[config.mk]
export PLATFORM = sky130hd
export DESIGN_NAME = psum_write_arbiter
export DESIGN_NICKNAME = d
export VERILOG_FILES = /design/src/rtl/psum_write_arbiter.sv
export SDC_FILE = /design/constraint.sdc
export NUM_CORES = 1
export LEC_CHECK = 0
export CAP_MARGIN = 20
export CORE_ASPECT_RATIO = 0.75
export CORE_UTILIZATION = 45
export DETAILED_ROUTE_END_ITERATION = 6
export DONT_BUFFER_PORTS = 1
export PLACE_DENSITY_LB_ADDON = 0.2
export SETUP_SLACK_MARGIN = 0.15
export SYNTH_ARGS = -nofsm -noshare
export SYNTH_HDL_FRONTEND = slang
export SYNTH_SLANG_ARGS = --single-unit
[constraint.sdc]
create_clock -name clk -period 6 [get_ports clk]
set_clock_uncertainty 0.2 [all_clocks]
set_input_delay 1.2 -clock clk [delete_from_list [all_inputs] [get_ports clk]]
set_output_delay 1.2 -clock clk [all_outputs]
set_load 0.1 [all_outputs]
[src/rtl/psum_write_arbiter.sv]
// Round-robin arbiter sharing the psum buffer write port among NUM_PE pipe controllers,
// with a one-cycle registered write stage, flush/drain handshake and a write counter.
module psum_write_arbiter #(
    parameter int unsigned NUM_PE = 4,
    parameter int unsigned DATA_W = 16,
    parameter int unsigned ID_W   = 2
) (
    input  logic                     clk,
    input  logic                     rstn,
    input  logic                     en,
    input  logic [NUM_PE-1:0]        req,
    input  logic [NUM_PE*DATA_W-1:0] psum_in,
    input  logic                     buf_full,
    input  logic                     flush,
    input  logic                     count_clear,
    output logic [NUM_PE-1:0]        grant,
    output logic                     buf_wen,
    output logic [DATA_W-1:0]        buf_wdata,
    output logic [ID_W-1:0]          buf_src,
    output logic                     flush_done,
    output logic                     busy,
    output logic [15:0]              write_count
);

    localparam int unsigned IDX_W = (NUM_PE > 1) ? $clog2(NUM_PE) : 1;
    localparam int unsigned CNT_W = 16;

    typedef enum logic [1:0] {
        RUN   = 2'd0,
        DRAIN = 2'd1,
        DONE  = 2'd2
    } state_t;

    state_t            state;
    state_t            next_state;
    logic [IDX_W-1:0]  rr_ptr;
    logic [IDX_W-1:0]  gnt_idx;
    logic              gnt_any;
    logic              gnt_ok;
    int unsigned       scan_idx;
    logic [DATA_W-1:0] psum_arr [NUM_PE];

    for (genvar i = 0; i < NUM_PE; i++) begin : g_unpack
        assign psum_arr[i] = psum_in[i*DATA_W +: DATA_W];
    end

    // First requester at or after rr_ptr, wrapping modulo NUM_PE.
    always_comb begin
        gnt_idx  = '0;
        gnt_any  = 1'b0;
        scan_idx = 0;
        for (int unsigned i = 0; i < NUM_PE; i++) begin
            scan_idx = 32'(rr_ptr) + i;
            if (scan_idx >= NUM_PE) begin
                scan_idx = scan_idx - NUM_PE;
            end
            if (!gnt_any && req[IDX_W'(scan_idx)]) begin
                gnt_any = 1'b1;
                gnt_idx = IDX_W'(scan_idx);
            end
        end
    end

    // rstn gates the grant so requests are ignored while reset is held.
    assign gnt_ok = rstn & en & (state == RUN) & ~flush & ~buf_full & gnt_any;

    always_comb begin
        grant = '0;
        if (gnt_ok) begin
            grant[gnt_idx] = 1'b1;
        end
    end

    assign busy = (|req) | buf_wen | (state != RUN);

    always_comb begin
        next_state = state;
        if (en) begin
            case (state)
                RUN:     if (flush) next_state = DRAIN;
                DRAIN:   if (!buf_wen) next_state = DONE;
                DONE:    next_state = RUN;
                default: next_state = RUN;
            endcase
        end
    end

    always_ff @(posedge clk or negedge rstn) begin
        if (!rstn) begin
            state      <= RUN;
            flush_done <= 1'b0;
        end else begin
            state      <= next_state;
            flush_done <= (next_state == DONE);
        end
    end

    // Pointer and one-deep write stage; data/source hold when no grant.
    always_ff @(posedge clk or negedge rstn) begin
        if (!rstn) begin
            rr_ptr    <= '0;
            buf_wen   <= 1'b0;
            buf_wdata <= '0;
            buf_src   <= '0;
        end else begin
            buf_wen <= gnt_ok;
            if (gnt_ok) begin
                rr_ptr    <= (gnt_idx == IDX_W'(NUM_PE - 1)) ? '0 : gnt_idx + 1'b1;
                buf_wdata <= psum_arr[gnt_idx];
                buf_src   <= ID_W'(gnt_idx);
            end
        end
    end

    // Clear wins over a coincident write; the write itself is unaffected.
    always_ff @(posedge clk or negedge rstn) begin
        if (!rstn) begin
            write_count <= '0;
        end else if (count_clear) begin
            write_count <= '0;
        end else if (buf_wen) begin
            write_count <= write_count + CNT_W'(1);
        end
    end

endmodule

run_1/congestion.png
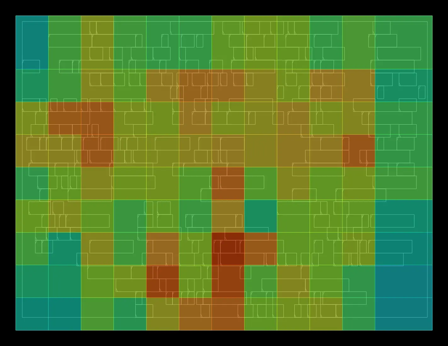
met3 usage: 5.824%
WL/cell: 17.54 µm
GR Util All Layers: 19.78%

run_1/metal_density.png
Bar = 20 µm. The die is cut into 18 by 13 equal tiles; dark purple is low, yellow is high, scaled to the fullest tile. Values are wire area over tile area, all layers added.
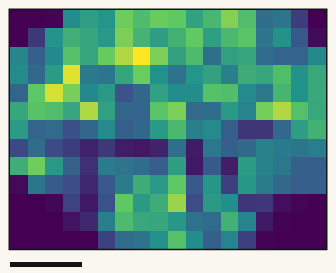
The mean over all tiles is 0.16. 41% of the tiles are over half the peak. The densest ninth of the die: top center. The emptiest ninth of the die: lower left.

==> results.json, run 1 <==
{
  "outcome": "complete, no violations",
  "crit_buf_inv": 2,
  "relSlewSlack_pct": 28.10,
  "ys_chip_area_mm2": 0.002496,
  "fin_crit_ns": 4.372,
  "rr_startpoint": "write_count[0]$_DFFE_PN0P_",
  "xor_share_pct": 4.912,
  "critical_path.top_delay_family": "buffers and inverters",
  "worstHoldStart": "state[1]$_DFF_PN0_",
  "htreeDepth": 2,
  "worstReg2RegEnd": "write_count[15]$_DFFE_PN0P_",
  "portBuffers": 0,
  "dp_cells": 320,
  "timing.final.crit_share_pct": 72.86,
  "rows": 23,
  "clockRootBuffer": "clkbuf_8",
  "chipWidth_um": 88,
  "gr-usage-met2_pct": 27.71,
  "cts_setup_buffers": 0,
  "p_int_w": 0.0005738,
  "power.share.sequential_pct": 62.6,
  "logic_gates": 177,
  "synthesis.nets": 330,
  "ys_cells": 254,
  "comb_power_share_pct": 21.2,
  "grt_pass1_vias": 1762,
  "max_cap_viol_count": 0,
  "ys.flops": 40,
  "syn_area_per_cell_um2": 9.827,
  "synthFlopType": "dfrtp_1",
  "gp_congestion": 0.7495,
  "crit_chain": "nor2b_1, o21ai_2, nand3_2, inv_2, ha_1, and2_1, buf_4",
  "wl_mm": 5.752,
  "comb_share_pct": 48.79,
  "top_power_group": "sequential cells",
  "power_density_mw_per_mm2": 522.0,
  "clock.fmax_mhz": 228.8,
  "crit_path_end": "grant[3]",
  "final_cell_mix": "dfrtp_1 (40), nor2_1 (35), inv_1 (20), a211oi_2 (18)",
  "ys_sh_mux_pct": 6.817,
  "grt_max_degree": 42,
  "async_flop_share_pct": 100.0,
  "vias_per_cell": 5.716,
  "inverters": 22,
  "drive_above_1_share_pct": 17.79,
  "cpPeakStageDelay_ns": 0.55,
  "p_leak_nw": 1.150,
  "ios": 115
}
run_1/io_fan.png
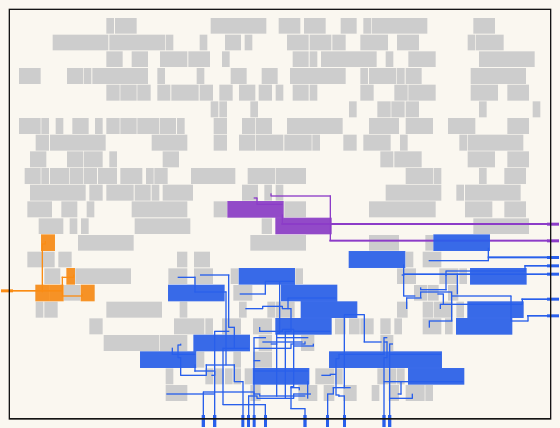
Orange stands for en, bits 1, direction input, edge left, end cells 5, buffers 0, wire 25.5 µm. Purple stands for buf_src, bits 2, direction output, edge right, end cells 2, buffers 0, wire 103 µm. Blue stands for write_count, bits 16, direction output, edge 11 bottom, 5 right, end cells 16, buffers 0, wire 554 µm.

run_1/sizes.png
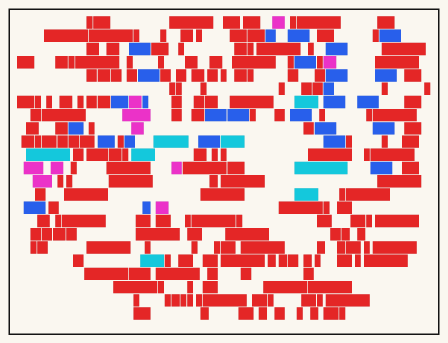

==> run 2, diff against run 1 <==
clock period = 4.1 ns   (was 6 ns; I/O delays follow)
run_2/sizes.png
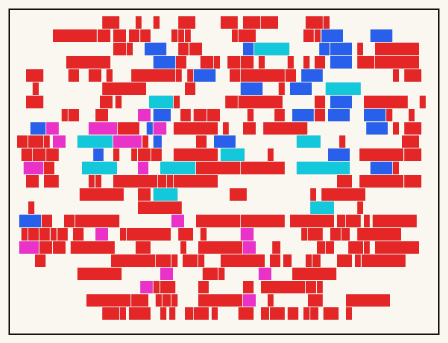
Blue stands for _2 cells, cells 26, share 9.8%. Cyan stands for _6 and larger, cells 11, share 4.2%. Magenta stands for _3 and _4 cells, cells 17, share 6.4%. Red stands for _0 and _1 cells, cells 210, share 80%.

run_2/io_fan.png
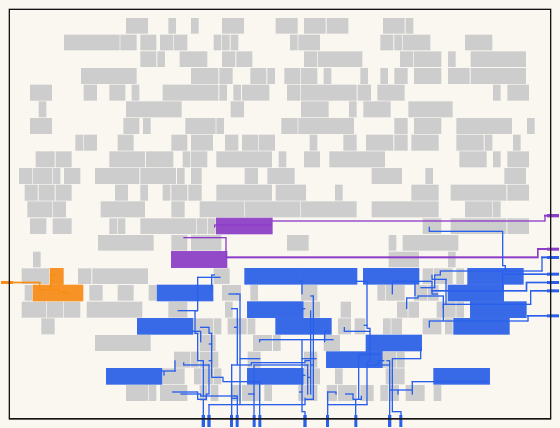
Blue stands for write_count, bits 16, direction output, edge 11 bottom, 5 right, end cells 16, buffers 7, wire 520 µm. Orange stands for en, bits 1, direction input, edge left, end cells 5, buffers 0, wire 15.5 µm. Purple stands for buf_src, bits 2, direction output, edge right, end cells 2, buffers 0, wire 119 µm.

==> run 2 against run 1 <==
Against the previous run: count of clock-buffer cells in the layout rose by 1; die area did not move; global-route usage rose by 0.43 points; sequential power rose by 47%; largest power group unchanged.
==> results.json, run 2 <==
{
  "async_flop_share_pct": 100.0,
  "worstReg2RegEnd": "buf_wdata[9]$_DFFE_PN0P_",
  "portBuffers": 0,
  "syn_area_per_cell_um2": 9.827,
  "gp_congestion": 0.7432,
  "p_int_w": 0.0008567,
  "dp_cells": 330,
  "grt_usage_pct": 20.21,
  "ys.flops": 40,
  "grt_max_degree": 42,
  "rows": 23,
  "gr-usage-met2_pct": 28.78,
  "power_density_mw_per_mm2": 740.0,
  "crit_chain": "or4_4, nand2_4, inv_4, o21ai_4, nor2_2, buf_12",
  "vias_per_cell": 5.625,
  "grtUsageMet3_pct": 6.072,
  "timing.final.crit_share_pct": 79.75,
  "wl_per_cell_um": 17.20,
  "xor_share_pct": 4.912,
  "htreeDepth": 2,
  "crit_path_end": "grant[0]",
  "cts_setup_buffers": 0,
  "chipWidth_um": 88,
  "power.share.sequential_pct": 61.9,
  "cpPeakStageDelay_ns": 0.54,
  "rr_startpoint": "state[1]$_DFF_PN0_",
  "comb_power_share_pct": 22.8,
  "crit_buf_inv": 2,
  "top_power_group": "sequential cells",
  "comb_share_pct": 46.90,
  "clock.fmax_mhz": 305.8,
  "relSlewSlack_pct": 33.56,
  "inverters": 22,
  "grt_pass1_vias": 1742,
  "p_leak_nw": 1.218,
  "outcome": "complete, no violations",
  "synthesis.nets": 330
}
No activity file was given, so power comes from the tool's default toggle rates.
